### src/rtl/cscv2_pkg.sv
// -----------------------------------------------------------------------------
// cscv2_pkg -- shared definitions for the register write-back stage.
//
// Contents:
//   REG_W      data width of the register bank (4 bits)
//   DEST_W     storage width of a destination index (covers up to 16 regs)
//   wb_entry_t one queued write: {dest, data}
//   LOAD_IDLE  all-ones strobe vector (no register loading); consumers slice
//              the low NREGS bits
// -----------------------------------------------------------------------------
package cscv2_pkg;

  localparam int REG_W     = 4;
  localparam int MAX_NREGS = 16;
  localparam int DEST_W    = 4;

  typedef struct packed {
    logic [DEST_W-1:0] dest;
    logic [REG_W-1:0]  data;
  } wb_entry_t;

  localparam logic [MAX_NREGS-1:0] LOAD_IDLE = '1;

endpackage

### src/rtl/wb_fifo.sv
// -----------------------------------------------------------------------------
// wb_fifo -- small synchronous FIFO of wb_entry_t with first-word fall-through
// read (rd_entry always shows the head entry).
//
// Parameters:
//   DEPTH  number of entries, power of two, 2..8
//
// Ports:
//   clk       system clock, rising edge
//   reset     synchronous active-high reset (empties the FIFO)
//   push      write wr_entry at the tail (ignored when full)
//   wr_entry  entry to enqueue
//   pop       drop the head entry (ignored when empty)
//   rd_entry  current head entry (valid when !empty)
//   count     number of stored entries, 0..DEPTH
//   full      count == DEPTH
//   empty     count == 0
// -----------------------------------------------------------------------------
module wb_fifo
  import cscv2_pkg::*;
#(
  parameter int DEPTH = 2
) (
  input  logic                     clk,
  input  logic                     reset,
  input  logic                     push,
  input  wb_entry_t                wr_entry,
  input  logic                     pop,
  output wb_entry_t                rd_entry,
  output logic [$clog2(DEPTH):0]   count,
  output logic                     full,
  output logic                     empty
);

  localparam int PW = $clog2(DEPTH);
  localparam int CW = PW + 1;

  wb_entry_t       mem [DEPTH];
  logic [PW-1:0]   wr_ptr;
  logic [PW-1:0]   rd_ptr;
  logic            do_push;
  logic            do_pop;

  assign full     = (count == CW'(DEPTH));
  assign empty    = (count == '0);
  assign do_push  = push && !full;
  assign do_pop   = pop && !empty;
  assign rd_entry = mem[rd_ptr];

  // Pointers wrap naturally because DEPTH is a power of two.
  // NOTE: state registers use non-blocking (<=) so every flop samples the
  // pre-edge values of its inputs; blocking here would create order races.
  always_ff @(posedge clk) begin
    if (reset) begin
      wr_ptr <= '0;
      rd_ptr <= '0;
      count  <= '0;
    end else begin
      if (do_push) wr_ptr <= wr_ptr + PW'(1);
      if (do_pop)  rd_ptr <= rd_ptr + PW'(1);
      case ({do_push, do_pop})
        2'b10:   count <= count + CW'(1);
        2'b01:   count <= count - CW'(1);
        default: count <= count;
      endcase
    end
  end

  // NOTE: the storage array is deliberately not reset; count/pointers decide
  // what is valid, and leaving the array unreset lets it map to plain RAM/regs
  // without a reset fan-out.
  always_ff @(posedge clk) begin
    if (!reset && do_push) mem[wr_ptr] <= wr_entry;
  end

endmodule

### src/rtl/reg_writeback.sv
// -----------------------------------------------------------------------------
// reg_writeback -- write-back stage in front of the 4-bit register bank.
// Accepts {dest, data} writes over valid/ready, queues them in wb_fifo and
// issues at most one write per cycle as a registered data bus plus one
// registered active-low load strobe per register.
//
// Optional feature (macro WB_HOLD_EN): adds input 'hold'; while high no entry
// is issued and the strobes stay idle, but pushes continue until full.
//
// Parameters:
//   NREGS  number of destination registers, 2..16
//   DEPTH  FIFO entries, power of two, 2..8
//   IDXW   destination index width, derived from NREGS
//
// Ports:
//   clk       system clock, rising edge
//   reset     synchronous active-high reset
//   in_valid  upstream offers a write
//   in_ready  block can accept (FIFO not full)
//   in_dest   destination register index
//   in_data   value to write
//   hold      (WB_HOLD_EN only) stall issue
//   load_n    registered active-low load strobes, at most one bit low
//   wdata     registered data bus to all registers
//   busy      entries queued or a write is being presented
// -----------------------------------------------------------------------------
module reg_writeback
  import cscv2_pkg::*;
#(
  parameter  int NREGS = 4,
  parameter  int DEPTH = 2,
  localparam int IDXW  = $clog2(NREGS)
) (
  input  logic              clk,
  input  logic              reset,
  input  logic              in_valid,
  output logic              in_ready,
  input  logic [IDXW-1:0]   in_dest,
  input  logic [REG_W-1:0]  in_data,
`ifdef WB_HOLD_EN
  input  logic              hold,
`endif
  output logic [NREGS-1:0]  load_n,
  output logic [REG_W-1:0]  wdata,
  output logic              busy
);

  localparam logic [NREGS-1:0] IDLE = LOAD_IDLE[NREGS-1:0];

  wb_entry_t                 wr_entry;
  wb_entry_t                 head;
  logic [$clog2(DEPTH):0]    fifo_count;
  logic                      fifo_full;
  logic                      fifo_empty;
  logic                      push;
  logic                      pop;
  logic                      hold_active;
  logic [NREGS-1:0]          strobe;

`ifdef WB_HOLD_EN
  assign hold_active = hold;
`else
  assign hold_active = 1'b0;
`endif

  // No look-ahead at a same-cycle pop: a full FIFO refuses even while popping.
  assign in_ready = !fifo_full;
  assign push     = in_valid && in_ready;
  // The head is issued on the edge after it was pushed, never the same edge.
  assign pop      = !fifo_empty && !hold_active;

  assign wr_entry.dest = DEST_W'(in_dest);
  assign wr_entry.data = in_data;

  wb_fifo #(.DEPTH(DEPTH)) u_fifo (
    .clk      (clk),
    .reset    (reset),
    .push     (push),
    .wr_entry (wr_entry),
    .pop      (pop),
    .rd_entry (head),
    .count    (fifo_count),
    .full     (fifo_full),
    .empty    (fifo_empty)
  );

  // Out-of-range destinations (non-power-of-two NREGS) match no bit, so the
  // entry retires with all strobes idle.
  // NOTE: strobe gets its default before the loop so every path assigns it;
  // otherwise synthesis would infer a latch.
  always_comb begin
    strobe = IDLE;
    for (int i = 0; i < NREGS; i++) begin
      if (head.dest == DEST_W'(i)) strobe[i] = 1'b0;
    end
  end

  always_ff @(posedge clk) begin
    if (reset) begin
      load_n <= IDLE;
      wdata  <= '0;
    end else if (pop) begin
      load_n <= strobe;
      wdata  <= head.data;
    end else begin
      load_n <= IDLE;
    end
  end

  assign busy = (fifo_count != '0) || (load_n != IDLE);

endmodule
### config.mk
export PLATFORM = sky130hd
export DESIGN_NAME = reg_writeback
export DESIGN_NICKNAME = d
export VERILOG_FILES = /design/src/rtl/cscv2_pkg.sv /design/src/rtl/wb_fifo.sv /design/src/rtl/reg_writeback.sv
export SDC_FILE = /design/constraint.sdc
export NUM_CORES = 1
export LEC_CHECK = 0
export CAP_MARGIN = 20
export CORE_ASPECT_RATIO = 2
export CORE_MARGIN = 1
export CORE_UTILIZATION = 35
export CTS_CLUSTER_DIAMETER = 50
export DETAILED_ROUTE_END_ITERATION = 6
export GPL_ROUTABILITY_DRIVEN = 0
export HOLD_SLACK_MARGIN = 0.12
export SYNTH_ARGS = -nofsm -noshare
export SYNTH_HDL_FRONTEND = slang
export SYNTH_SLANG_ARGS = --single-unit
### constraint.sdc
create_clock -name clk -period 3.9 [get_ports clk]
set_input_delay 0.78 -clock clk [delete_from_list [all_inputs] [get_ports clk]]
set_output_delay 0.78 -clock clk [all_outputs]
set_load 0.01 [all_outputs]
==> run_1/floorplan.png <==
The bar under the picture is 10 µm long. Pins as bars on the die edge.
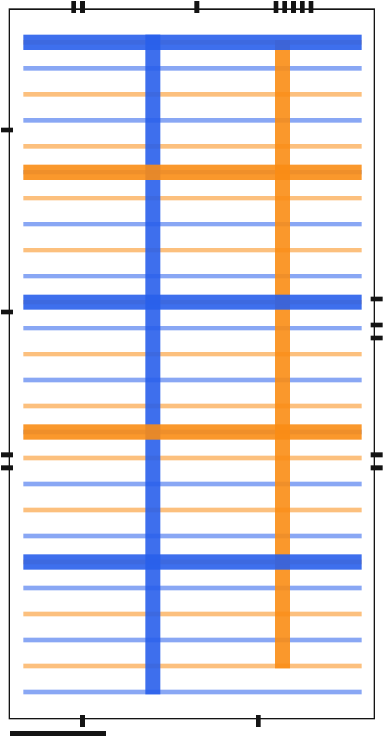
VDD -> orange
VSS -> blue
met4 straps = 2
met5 straps = 5
signal pins = 19
rows = 25
die span in y: 74.1 µm
core area: 0.00241 mm²
VDD IR max: 304 µV
die width: 38.1 µm

==> run_1/class_map.png <==
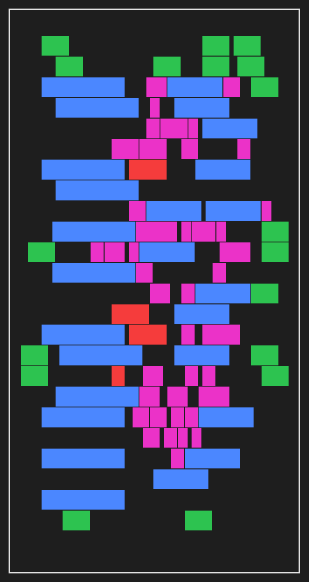
clock drivers and dummy loads -> red  # cells 4, share of their area 4.1%
remaining logic cells -> magenta  # cells 41, share of their area 24%
sequential cells -> blue  # cells 25, share of their area 56%
remaining buffers and delay cells -> green  # cells 18, share of their area 16%
# rows: 25
Core Util, Final: 47.7%
final instance area: 0.00115 mm²
flop share of the area: 54.0%

==> run_1/clock_wires.png <==
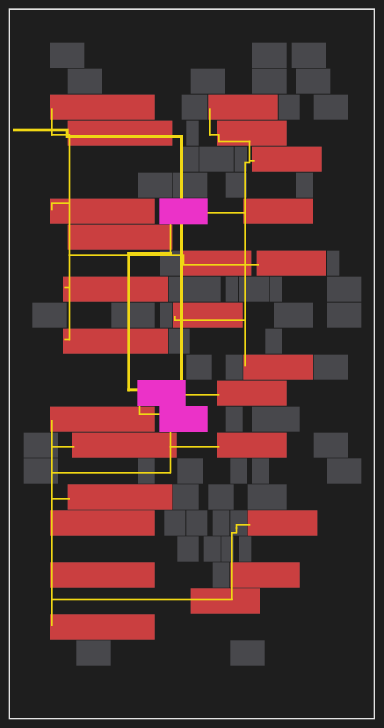
flip-flops -> red  # count 25
clock-net drivers -> magenta  # count 3
clock wires -> yellow  # length 263 µm
routed clock nets = 4
Clock group: 0.145 mW
Insertion Delay late pin: 0.26 ns

-- run 1: per-layer routing --
layer / up-vias / routed length (µm) / global-route usage (%)
li1: 282 / - / -
met1: 257 / 502 / 11.5
met2: 11 / 737 / 19.2
met3: 4 / 35 / 3.58
met4: 0 / 41 / 8.33
met5: - / 0 / 0
-- run 1: worst min path at each step --
stage	startpoint	endpoint
after detailed placement	u_fifo.rd_ptr$_SDFFE_PP0N_	register
after global routing	u_fifo.rd_ptr$_SDFFE_PP0N_	u_fifo.rd_ptr$_SDFFE_PP0N_
final	u_fifo.rd_ptr$_SDFFE_PP0N_	u_fifo.rd_ptr$_SDFFE_PP0N_
after global placement	u_fifo.rd_ptr$_SDFFE_PP0N_	register
after CTS	u_fifo.rd_ptr$_SDFFE_PP0N_	u_fifo.rd_ptr$_SDFFE_PP0N_
after floorplan	u_fifo.mem[0][5]$_DFFE_PP_	load_n[1]$_SDFF_PP1_
-- run 1: cells in the mapped netlist (2+ instances only) --
cell      count
a211oi_1      4
dfxtp_1      13
edfxtp_1     12
mux2i_1       2
nand2_1       2
nand3_1       2
nor2_1        5
nor2b_1       5
nor3_1        9
-- run 1: critical path: stages (launching register included) --
cell and delay [ns]:
dfxtp_1 0.54, nor2_4 0.11, and3_1 0.20, nand3_1 0.08
clkdlybuf4s50_1 0.54
-- run 1: kinds of logic after synthesis --
group	count (synthesis)	share of synthesized area, %
XOR/XNOR	1	0.963
multiplexers	3	3.85
AND-OR/OR-AND	5	3.85
AND/OR/NAND/NOR	31	20.5
flip-flops	25	68.2
buffers and inverters	4	2.61
-- run 1: area by class of cell --
class	instances	area, µm²
fill	217	1260
clock inverter	1	5.00
sequential	25	621
clock buffer	3	41.3
inverter	1	3.75
tap	27	33.8
timing repair buffer	18	180
multi-input combinational	40	265
==> results.sh, run 1 <==
# flow metrics
export IMPL_status="completed"
export IMPL_async_flop_share_pct=0
export IMPL_p_sw_mw=0.101
export IMPL_warnings=26
export IMPL_period_minus_slack_ns=2.51
export IMPL_area_growth_pct=26.4
export IMPL_drive_above_1_share_pct=10.2
export IMPL_reg2reg_setup_slack_ns=2.11
export IMPL_totalWireLength_um=1320
export IMPL_end_kind="output port"
export IMPL_ys_chip_area_um2=910
export IMPL_grt_antenna_before_repair=0
export IMPL_yosys_most_used_dff="dfxtp_1"
export IMPL_lay_top_count="clkdlybuf4s50_1"
export IMPL_fin_hold_ws_ns=0.516
export IMPL_power_share_clock_pct=29.8
export IMPL_yosys_stat_seqShare_pct=68.2
export IMPL_critPathArrivalTime_ns=1.73
export IMPL_pg_seq_mw=0.295
export IMPL_start_kind="register"
export IMPL_drt_iter0_markers=6
export IMPL_yosys_area_top_type_share_pct=39.6
export IMPL_path_clk_slew_ns=0.08
export IMPL_top_register="u_fifo.mem"
export IMPL_endpoint="busy"
export IMPL_setup_viol=0
export IMPL_port_buffers=18
export IMPL_intPower_mw=0.385
export IMPL_rr_worst_depth=3
export IMPL_total_power_mw=0.486
export IMPL_root_buffer="clkbuf_8"
export IMPL_via_per_inst=4.82
export IMPL_antenna_left=0
export IMPL_rsz0062_at_grt="no"
export IMPL_fp_util_pct=37.8
export IMPL_cp_startpoint="u_fifo.count[1]$_SDFFE_PP0P_"
export IMPL_place_ws_ns=1.23
export IMPL_ys_warnings_count=0
export IMPL_diodes=0
export IMPL_synth_top_cell_by_area="edfxtp_1"
export IMPL_cts_max_level=1
export IMPL_dp_cells=111
export IMPL_fmax_mhz=399
export IMPL_postSynthCellCount=69
export IMPL_grt_pass1_vias=517
export IMPL_power_density_mw_per_mm2=423
export IMPL_cts_tree="built"
export IMPL_grt_max_degree=15
export IMPL_edf_count=12
export IMPL_reg_top3="u_fifo.mem (12), load_n (4), wdata (4)"
export IMPL_hold_viol=0
export IMPL_clock_sinks=25
export IMPL_path_max_fanout=8
export IMPL_worstMarginPinSlew_ns=0.844
export IMPL_drc=0
export IMPL_hold_class="register to register"
export IMPL_floorplan_nets=78
export IMPL_wire_per_inst_um=11.4
export IMPL_switching_share_pct=20.8
export IMPL_cts_buffer_depth=2
export IMPL_vias=554
export IMPL_die_area_mm2=0.00282
export IMPL_cts_resized=0
==> run 2, diff against run 1 <==
Clock period 3.9 ns to 2.14 ns, I/O delays scaled along.
==> run 2 against run 1 <==
  * Die size stayed put
  * Clock power is 83% higher
  * Cell area is 2.6% higher
  * Non-clock buffer count increased by 4
  * Sequential share of layout area is 1.3 points lower
  * Critical endpoint unchanged
==> results.sh, run 2 <==
# flow metrics
export IMPL_path_delay_family="simple AND/OR/NAND/NOR gates"
export IMPL_buf_share_pct=17.8
export IMPL_total_power_mw=0.892
export IMPL_xor_area_share_pct=0.963
export IMPL_dominant_cells="sequential cells"
export IMPL_netlist_top_cells_area="edfxtp_1, dfxtp_1, nor3_1, nor2b_1, a211oi_1"
export IMPL_coreArea_mm2=0.00241
export IMPL_worstMarginPinSlew_ns=0.344
export IMPL_area_growth_pct=29.7
export IMPL_power_density_mw_per_mm2=756
export IMPL_drt_iter0_markers=3
export IMPL_clockBufferCount=4
export IMPL_nWellTaps=27
export IMPL_grt_antenna_before_repair=0
export IMPL_ys_sh_mux_pct=3.85
export IMPL_status="completed"
export IMPL_postSynthCellCount=69
export IMPL_setup_viol=0
export IMPL_worst_path_stages=4
export IMPL_die_area_mm2=0.00282
export IMPL_grt_max_degree=14
export IMPL_fmax_mhz=497
export IMPL_nMultiInputCombCells=40
export IMPL_critPathArrivalTime_ns=1.58
export IMPL_num_nonclk_inverters=1
export IMPL_ys_warnings_count=0
export IMPL_dp_cells=115
export IMPL_maxCapViolCount=0
export IMPL_hold_class="register to register"
export IMPL_cts_max_level=1
export IMPL_combGateArea_um2=265
export IMPL_synth_top_cell_by_area="edfxtp_1"
export IMPL_common_cells="dfxtp_1, edfxtp_1, nor3_1"
export IMPL_async_flop_share_pct=0
export IMPL_drc=0
export IMPL_grt_pass1_vias=546
export IMPL_compound_area_share_pct=3.85
export IMPL_fa_ha_area_share_pct=0
export IMPL_path_max_fanout=8
export IMPL_final_util_pct=49.0
export IMPL_p_sw_mw=0.184
export IMPL_crit_buf_inv=1
export IMPL_yosys_area_top_type_share_pct=39.6
export IMPL_path_cells="nor2_4 > and3_1 > nand3_1 > clkdlybuf4s50_1"
export IMPL_path_clk_slew_ns=0.08
export IMPL_die_h_um=74.1
export IMPL_start_kind="register"
export IMPL_rr_worst_depth=5
export IMPL_insertion_delay_ns=0.26
export IMPL_root_buffer="clkbuf_8"
export IMPL_sh_comb_area_pct=22.5
export IMPL_yosys_stat_seqShare_pct=68.2
export IMPL_cts_buffer_depth=2
export IMPL_edf_count=12
export IMPL_drive_above_1_share_pct=14.1
export IMPL_fp_util_pct=37.8
export IMPL_cts_tree="built"
export IMPL_final_cell_area_mm2=0.00118
export IMPL_logic_family="simple AND/OR/NAND/NOR gates"
export IMPL_clock_sinks=25
export IMPL_slowest_stage="clkdlybuf4s50_1"
export IMPL_diodes=0
export IMPL_switching_share_pct=20.6
export IMPL_warnings=26
export IMPL_fin_hold_ws_ns=0.499
export IMPL_nNonClkBuffers=22
export IMPL_port_buffers=18
export IMPL_rsz0062_at_grt="no"
export IMPL_clkCellAreaFrac_pct=3.82
export IMPL_fillers=225
export IMPL_max_stage_delay_ns=0.48
export IMPL_reg_top3="u_fifo.mem (12), load_n (4), wdata (4)"
export IMPL_period_minus_slack_ns=2.01
export IMPL_hold_viol=0
export IMPL_lay_top_count="clkdlybuf4s50_1"
export IMPL_floorplan_nets=78
export IMPL_setup_tns_ns=0
export IMPL_row_count=25
export IMPL_flop_area_um2=622
export IMPL_top_register="u_fifo.mem"
export IMPL_place_ws_ns=0.329
export IMPL_yosys_most_used_dff="dfxtp_1"
export IMPL_end_kind="output port"
export IMPL_via_per_inst=4.80
export IMPL_ys_sh_simple_pct=20.5
export IMPL_sh_seq_area_pct=52.7
export IMPL_intPower_mw=0.708
export IMPL_ys_chip_area_um2=910
export IMPL_seq_cells=25
export IMPL_dieWidth_um=38.1
export IMPL_antenna_left=0
export IMPL_lay_top_cells="clkdlybuf4s50_1, dfxtp_1, edfxtp_1, nor3_1"
## run 2: netlist changes by cell type in the layout (fill, tap and decap cells not counted)
cell / previous run / this run
buf_4: 0 / 4
clkbuf_1: 0 / 1
clkinv_2: 1 / 0
dfxtp_1: 13 / 12
dfxtp_2: 0 / 1
## run 2: cells by family after synthesis
| logic type | after synthesis |
|---|---|
| compound gates | 5 |
| xor+xnor | 1 |
| buf+inv | 4 |
| flops | 25 |
| mux | 3 |
| simple gates | 31 |
## run 2: final timing paths
kind / from / end / slack [ns]
setup / recovery: u_fifo.count[0]$_SDFFE_PP0P_ / busy / 0.13
hold / removal: u_fifo.count[0]$_SDFFE_PP0P_ / u_fifo.count[1]$_SDFFE_PP0P_ / 0.50
setup reg to reg: u_fifo.count[1]$_SDFFE_PP0P_ / u_fifo.mem[1][4]$_DFFE_PP_ / 0.84
hold reg to reg: u_fifo.count[0]$_SDFFE_PP0P_ / u_fifo.count[1]$_SDFFE_PP0P_ / 0.50
## run 2: metal layers
| layer | GRT usage (%) | routed length [µm] | share of wire, % | up-vias |
|---|---|---|---|---|
| met4 | 9.52 | 51 | 3.7 | 0 |
| met2 | 20.9 | 829 | 60 | 12 |
| met3 | 2.69 | 41 | 2.9 | 5 |
| met5 | 0 | 0 | 0 | - |
| met1 | 11.7 | 470 | 34 | 265 |
| li1 | - | - | - | 289 |
## run 2: power by group through the flow
stage / Sequential [mW] / Clock (mW) / Combinational [mW]
2_1_floorplan: 0.544 / 0 / 0.0498
3_3_place_gp: 0.548 / 0 / 0.0889
3_5_place_dp: 0.548 / 0 / 0.0907
4_1_cts: 0.537 / 0.277 / 0.0910
5_1_grt: 0.540 / 0.304 / 0.0980
6_report: 0.537 / 0.266 / 0.0892
## run 2: timing repair
action,CTS,global route
hold buffers,0,0
endpoints found under the setup margin,0,1
resized,0,1
==> run_2/layers.png <==
The bar under the picture is 10 µm long.
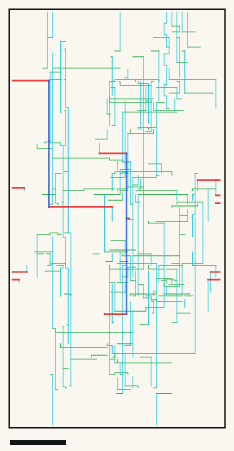
M4 -> blue  # wire length 51.0 µm
M2 -> cyan  # wire length 830 µm
M3 -> red  # wire length 41.4 µm
M1 -> green  # wire length 470 µm
overall routed net length: 1390 µm
vias: 571
routed length per instance: 11.7 µm
GRT Total Usage: 12.2%

==> run_2/floorplan.png <==
The bar under the picture is 10 µm long. Pins as bars on the die edge.
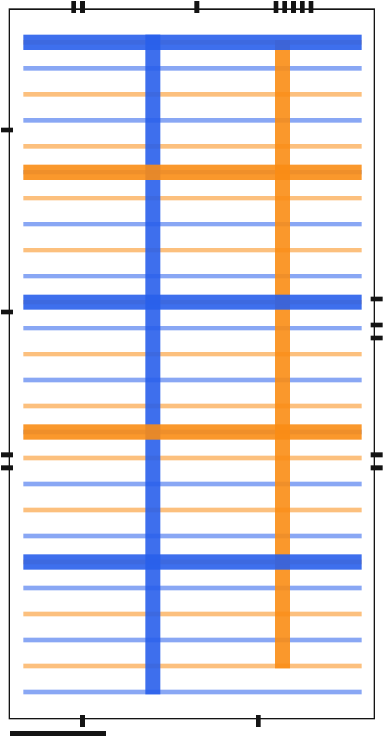
VSS -> blue
VDD -> orange
met5 straps = 5
rows = 25
met4 straps = 2
VDD IR max: 391 µV

==> run_2/clock_wires.png <==
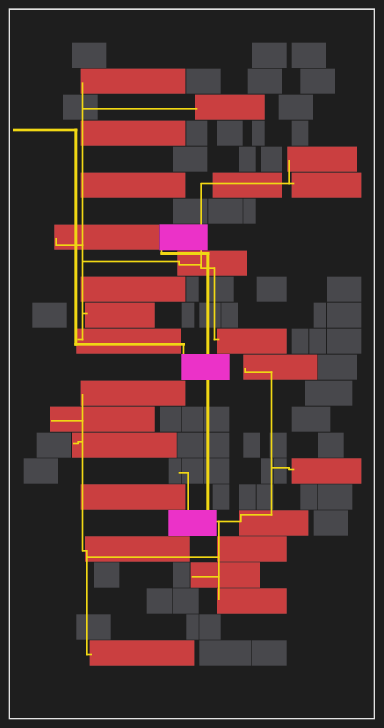
flip-flops -> red  # count 25
clock-net drivers -> magenta  # count 3
clock wires -> yellow  # length 263 µm
routed clock nets = 4
Clock group: 0.266 mW
clock power share: 29.8%
Layout Skew: 0.00160 ns

No activity file was given, so power comes from the tool's default toggle rates.
